--- src/rtl/muldiv_unit_if.sv ---
// Handshake and result bus between the EX-stage pipeline control and the
// iterative multiply/divide unit.
interface muldiv_unit_if;
  logic        start;
  logic [1:0]  op;
  logic [31:0] a;
  logic [31:0] b;
  logic        mthi;
  logic        mtlo;
  logic [31:0] wdata;
  logic        flush;
  logic        busy;
  logic        done;
  logic [31:0] hi;
  logic [31:0] lo;

  modport master (
    output start, op, a, b, mthi, mtlo, wdata, flush,
    input  busy, done, hi, lo
  );

  modport slave (
    input  start, op, a, b, mthi, mtlo, wdata, flush,
    output busy, done, hi, lo
  );
endinterface

--- src/rtl/muldiv_unit.sv ---
// Iterative 32x32 multiply / 32/32 divide producing HI/LO, one bit per cycle,
// with architectural HI/LO registers writable through MTHI/MTLO.
module muldiv_unit (
  input  logic         clk,
  input  logic         rst,
  muldiv_unit_if.slave bus
);

  typedef enum logic [1:0] {
    S_IDLE = 2'd0,
    S_CALC = 2'd1,
    S_FIX  = 2'd2
  } state_t;

  state_t      r_state;
  state_t      w_next;
  logic [5:0]  r_cnt;
  logic        r_busy;
  logic        r_done;
  logic [31:0] r_hi;
  logic [31:0] r_lo;
  logic        r_is_div;
  logic        r_neg_q;
  logic        r_neg_r;
  logic        r_dz;
  logic [31:0] r_opnd;
  logic [63:0] r_acc;
  logic [32:0] r_rem;

  logic        w_accept;
  logic        w_fix;
  logic        w_mt_ok;
  logic        w_is_signed;
  logic [31:0] w_mag_a;
  logic [31:0] w_mag_b;
  logic [32:0] w_sum;
  logic [33:0] w_shift;
  logic [33:0] w_diff;
  logic [63:0] w_prod;
  logic [31:0] w_quo;
  logic [31:0] w_rem_fix;
  logic [31:0] w_res_hi;
  logic [31:0] w_res_lo;

  // NOTE: every signal assigned here gets a default first so no latch is inferred.
  always_comb begin
    w_next   = r_state;
    w_accept = 1'b0;
    w_fix    = 1'b0;
    if (bus.flush) begin
      w_next = S_IDLE;
    end else begin
      case (r_state)
        S_IDLE: if (bus.start) begin
          w_next   = S_CALC;
          w_accept = 1'b1;
        end
        S_CALC: if (r_cnt == 6'd1) w_next = S_FIX;
        S_FIX: begin
          w_next = S_IDLE;
          w_fix  = 1'b1;
        end
        default: w_next = S_IDLE;
      endcase
    end
  end

  assign w_mt_ok     = (r_state == S_IDLE) && !bus.start && !bus.flush;
  assign w_is_signed = ~bus.op[0];
  assign w_mag_a     = (w_is_signed && bus.a[31]) ? (32'd0 - bus.a) : bus.a;
  assign w_mag_b     = (w_is_signed && bus.b[31]) ? (32'd0 - bus.b) : bus.b;

  // Multiply: add the multiplicand into the upper half when the current
  // multiplier bit (LSB of the accumulator) is set, then shift right.
  assign w_sum   = {1'b0, r_acc[63:32]} + (r_acc[0] ? {1'b0, r_opnd} : 33'd0);
  // Divide: shift the next dividend bit into the partial remainder and trial-subtract.
  assign w_shift = {r_rem, r_acc[31]};
  assign w_diff  = w_shift - {2'b00, r_opnd};

  assign w_prod    = r_neg_q ? (64'd0 - r_acc) : r_acc;
  assign w_quo     = r_neg_q ? (32'd0 - r_acc[31:0]) : r_acc[31:0];
  assign w_rem_fix = r_neg_r ? (32'd0 - r_rem[31:0]) : r_rem[31:0];
  // Divide by zero leaves remainder = |a|; re-applying the dividend sign restores a exactly.
  assign w_res_lo  = r_is_div ? (r_dz ? 32'hFFFF_FFFF : w_quo) : w_prod[31:0];
  assign w_res_hi  = r_is_div ? w_rem_fix : w_prod[63:32];

  // NOTE: sequential state uses non-blocking assignments only.
  always_ff @(posedge clk or posedge rst) begin
    if (rst) begin
      r_state  <= S_IDLE;
      r_cnt    <= 6'd0;
      r_busy   <= 1'b0;
      r_done   <= 1'b0;
      r_hi     <= 32'd0;
      r_lo     <= 32'd0;
      r_is_div <= 1'b0;
      r_neg_q  <= 1'b0;
      r_neg_r  <= 1'b0;
      r_dz     <= 1'b0;
      r_opnd   <= 32'd0;
      r_acc    <= 64'd0;
      r_rem    <= 33'd0;
    end else begin
      r_state <= w_next;
      r_busy  <= (w_next != S_IDLE);
      r_done  <= w_fix;

      if (w_accept) begin
        r_is_div <= bus.op[1];
        r_neg_q  <= w_is_signed & (bus.a[31] ^ bus.b[31]);
        r_neg_r  <= w_is_signed & bus.op[1] & bus.a[31];
        r_dz     <= (bus.b == 32'd0);
        r_cnt    <= 6'd32;
        r_rem    <= 33'd0;
        if (bus.op[1]) begin
          r_opnd <= w_mag_b;
          r_acc  <= {32'd0, w_mag_a};
        end else begin
          r_opnd <= w_mag_a;
          r_acc  <= {32'd0, w_mag_b};
        end
      end else if (r_state == S_CALC && !bus.flush) begin
        r_cnt <= r_cnt - 6'd1;
        if (r_is_div) begin
          if (!w_diff[33]) begin
            r_rem        <= w_diff[32:0];
            r_acc[31:0]  <= {r_acc[30:0], 1'b1};
          end else begin
            r_rem        <= w_shift[32:0];
            r_acc[31:0]  <= {r_acc[30:0], 1'b0};
          end
        end else begin
          r_acc <= {w_sum, r_acc[31:1]};
        end
      end

      if (w_fix) begin
        r_hi <= w_res_hi;
        r_lo <= w_res_lo;
      end else if (w_mt_ok) begin
        if (bus.mthi) r_hi <= bus.wdata;
        if (bus.mtlo) r_lo <= bus.wdata;
      end
    end
  end

  assign bus.busy = r_busy;
  assign bus.done = r_done;
  assign bus.hi   = r_hi;
  assign bus.lo   = r_lo;

endmodule

--- src/flat_wrapper.sv ---
// flat-port wrapper written by rule: the top's interface ports become plain ports
module muldiv_unit_flat 
  (clk, rst, bus_start, bus_op, bus_a, bus_b, bus_mthi, bus_mtlo, bus_wdata, bus_flush, bus_busy, bus_done, bus_hi, bus_lo);
  muldiv_unit_if bus_i ();
  input  logic clk;
  input  logic rst;
  input wire logic [$bits(bus_i.start)-1:0] bus_start;
  input wire logic [$bits(bus_i.op)-1:0] bus_op;
  input wire logic [$bits(bus_i.a)-1:0] bus_a;
  input wire logic [$bits(bus_i.b)-1:0] bus_b;
  input wire logic [$bits(bus_i.mthi)-1:0] bus_mthi;
  input wire logic [$bits(bus_i.mtlo)-1:0] bus_mtlo;
  input wire logic [$bits(bus_i.wdata)-1:0] bus_wdata;
  input wire logic [$bits(bus_i.flush)-1:0] bus_flush;
  output wire logic [$bits(bus_i.busy)-1:0] bus_busy;
  output wire logic [$bits(bus_i.done)-1:0] bus_done;
  output wire logic [$bits(bus_i.hi)-1:0] bus_hi;
  output wire logic [$bits(bus_i.lo)-1:0] bus_lo;
  assign bus_i.start = bus_start;
  assign bus_i.op = bus_op;
  assign bus_i.a = bus_a;
  assign bus_i.b = bus_b;
  assign bus_i.mthi = bus_mthi;
  assign bus_i.mtlo = bus_mtlo;
  assign bus_i.wdata = bus_wdata;
  assign bus_i.flush = bus_flush;
  assign bus_busy = bus_i.busy;
  assign bus_done = bus_i.done;
  assign bus_hi = bus_i.hi;
  assign bus_lo = bus_i.lo;
  muldiv_unit u_core (.clk(clk), .rst(rst), .bus(bus_i));
endmodule
--- config.mk ---
export PLATFORM = sky130hd
export DESIGN_NAME = muldiv_unit_flat
export DESIGN_NICKNAME = d
export VERILOG_FILES = /design/src/rtl/muldiv_unit_if.sv /design/src/rtl/muldiv_unit.sv /design/src/flat_wrapper.sv
export SDC_FILE = /design/constraint.sdc
export NUM_CORES = 1
export LEC_CHECK = 0
export CORE_ASPECT_RATIO = 0.6
export CORE_UTILIZATION = 40
export DETAILED_ROUTE_END_ITERATION = 8
export GPL_ROUTABILITY_DRIVEN = 0
export PLACE_DENSITY = 0.7
export SLEW_MARGIN = 5
export SYNTH_ARGS = -nofsm -noshare
export SYNTH_HDL_FRONTEND = slang
export SYNTH_SLANG_ARGS = --single-unit
export TNS_END_PERCENT = 5
--- constraint.sdc ---
create_clock -name clk -period 15.3 [get_ports clk]
set_clock_uncertainty 0.15 [all_clocks]
set_input_delay 3.06 -clock clk [delete_from_list [all_inputs] [get_ports clk]]
set_output_delay 3.06 -clock clk [all_outputs]
set_load 0.005 [all_outputs]
Fig. 1: routing congestion
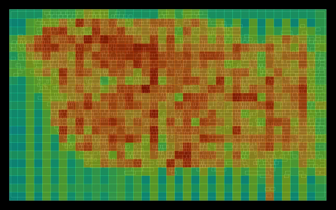
met2 track demand over resource: 35.67%
post-DR wirelength/cell: 22.56 microns
gr usage total: 27.24%
met3 usage: 9.944%
global routing usage on met1: 42.39%

Fig. 2: placed cells, one color a class
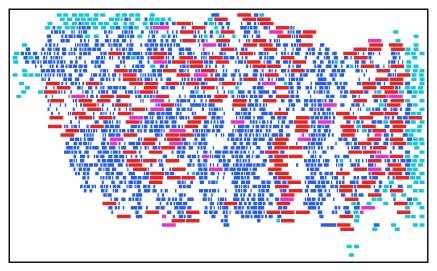
red -> sequential cells  # cells 207, share of their area 28%
magenta -> clock drivers and dummy loads  # cells 37, share of their area 3.9%
cyan -> remaining buffers and delay cells  # cells 186, share of their area 9.8%
blue -> combinational and other logic  # cells 1,659, share of their area 58%
Layout Utilization: 47.47%
final instance area: 19,260 sq um
row count: 57
core footprint: 40,580 sq um
Seq/total area: 26.90%

==> ci_impl_report.md <==
### Yosys + OpenROAD results

| Metric | Value |
|---|---|
| Yosys top cell by instances | `nand2_1` |
| Status | `complete, no violations` |
| Post-DP HPWL | `between 40 and 50 mm` |
| Synth Area per Inst | `8.312 sq um` |
| Reg2Reg Depth | `12` |
| WL final | `~59 mm` |
| Slew @ Worst Pin | `about 1.1 ns` |
| Largest type area fraction | `31.32%` |
| Via density | `around 6.2` |
| Comb area share | `between 50% and 60%` |
| Min-delay src | `u_core.r_opnd[8]` |
| Late-Pin Clk Latency | `0.53 ns` |
| Placed cell count | `approximately 2,600` |
| Clock-pin slew on the worst setup and hold paths | `roughly 0.060 ns` |
| Pin count of the biggest net entering global routing | `about 100` |
| Logic area | `about 11,000 sq um` |
| Min-Delay Endpoint | `u_core.r_opnd[8]` |
| GRT overflow | `0` |
| Die H | `between 150 and 200 microns` |
| Post_cts resized | `0` |
| Sw power | `around 910 uW` |
| Simple share | `between 10% and 20%` |
| XOR Share, Synth | `between 10% and 20%` |
| YS chip area | `approximately 17,000 sq um` |
| Maxcap violations | `0` |
| Clkbuf count | `29` |
| Combinational share of power | `roughly 40%` |
| CTS Buf Count | `22` |
| Combinational logic power | `slightly below 900 uW` |
| Syn Nets | `2,166` |
| Top pwr grp | `combinational logic` |
| Sequential element share of the synthesized area | `31.32%` |
| Vias in the first global route | `approximately 15,000` |
| Flops | `207` |
| WL met1 | `around 27 mm` |
| DR iter-0 viols | `roughly 2,500` |
| Comb_multi_in | `between 1,500 and 2,000` |
| Top cells by count | `nand2_1 (215), dfrtp_1 (207), o21ai_0 (202)` |
| AND-OR/OR-AND share of the synthesized area | `25.61%` |
| Root Buffer Master | `clkbuf_16` |
| Met2 wirelength from detailed routing | `~22 mm` |
| NumNets Final | `between 2,000 and 2,500` |
| Die Width | `approximately 260 microns` |
| Sequential Power | `838 uW` |
| Postcts setup bufs | `0` |
| Number of enable flip-flop cells | `0` |
Power figures rest on the tool's default switching activity, not on a simulated workload.
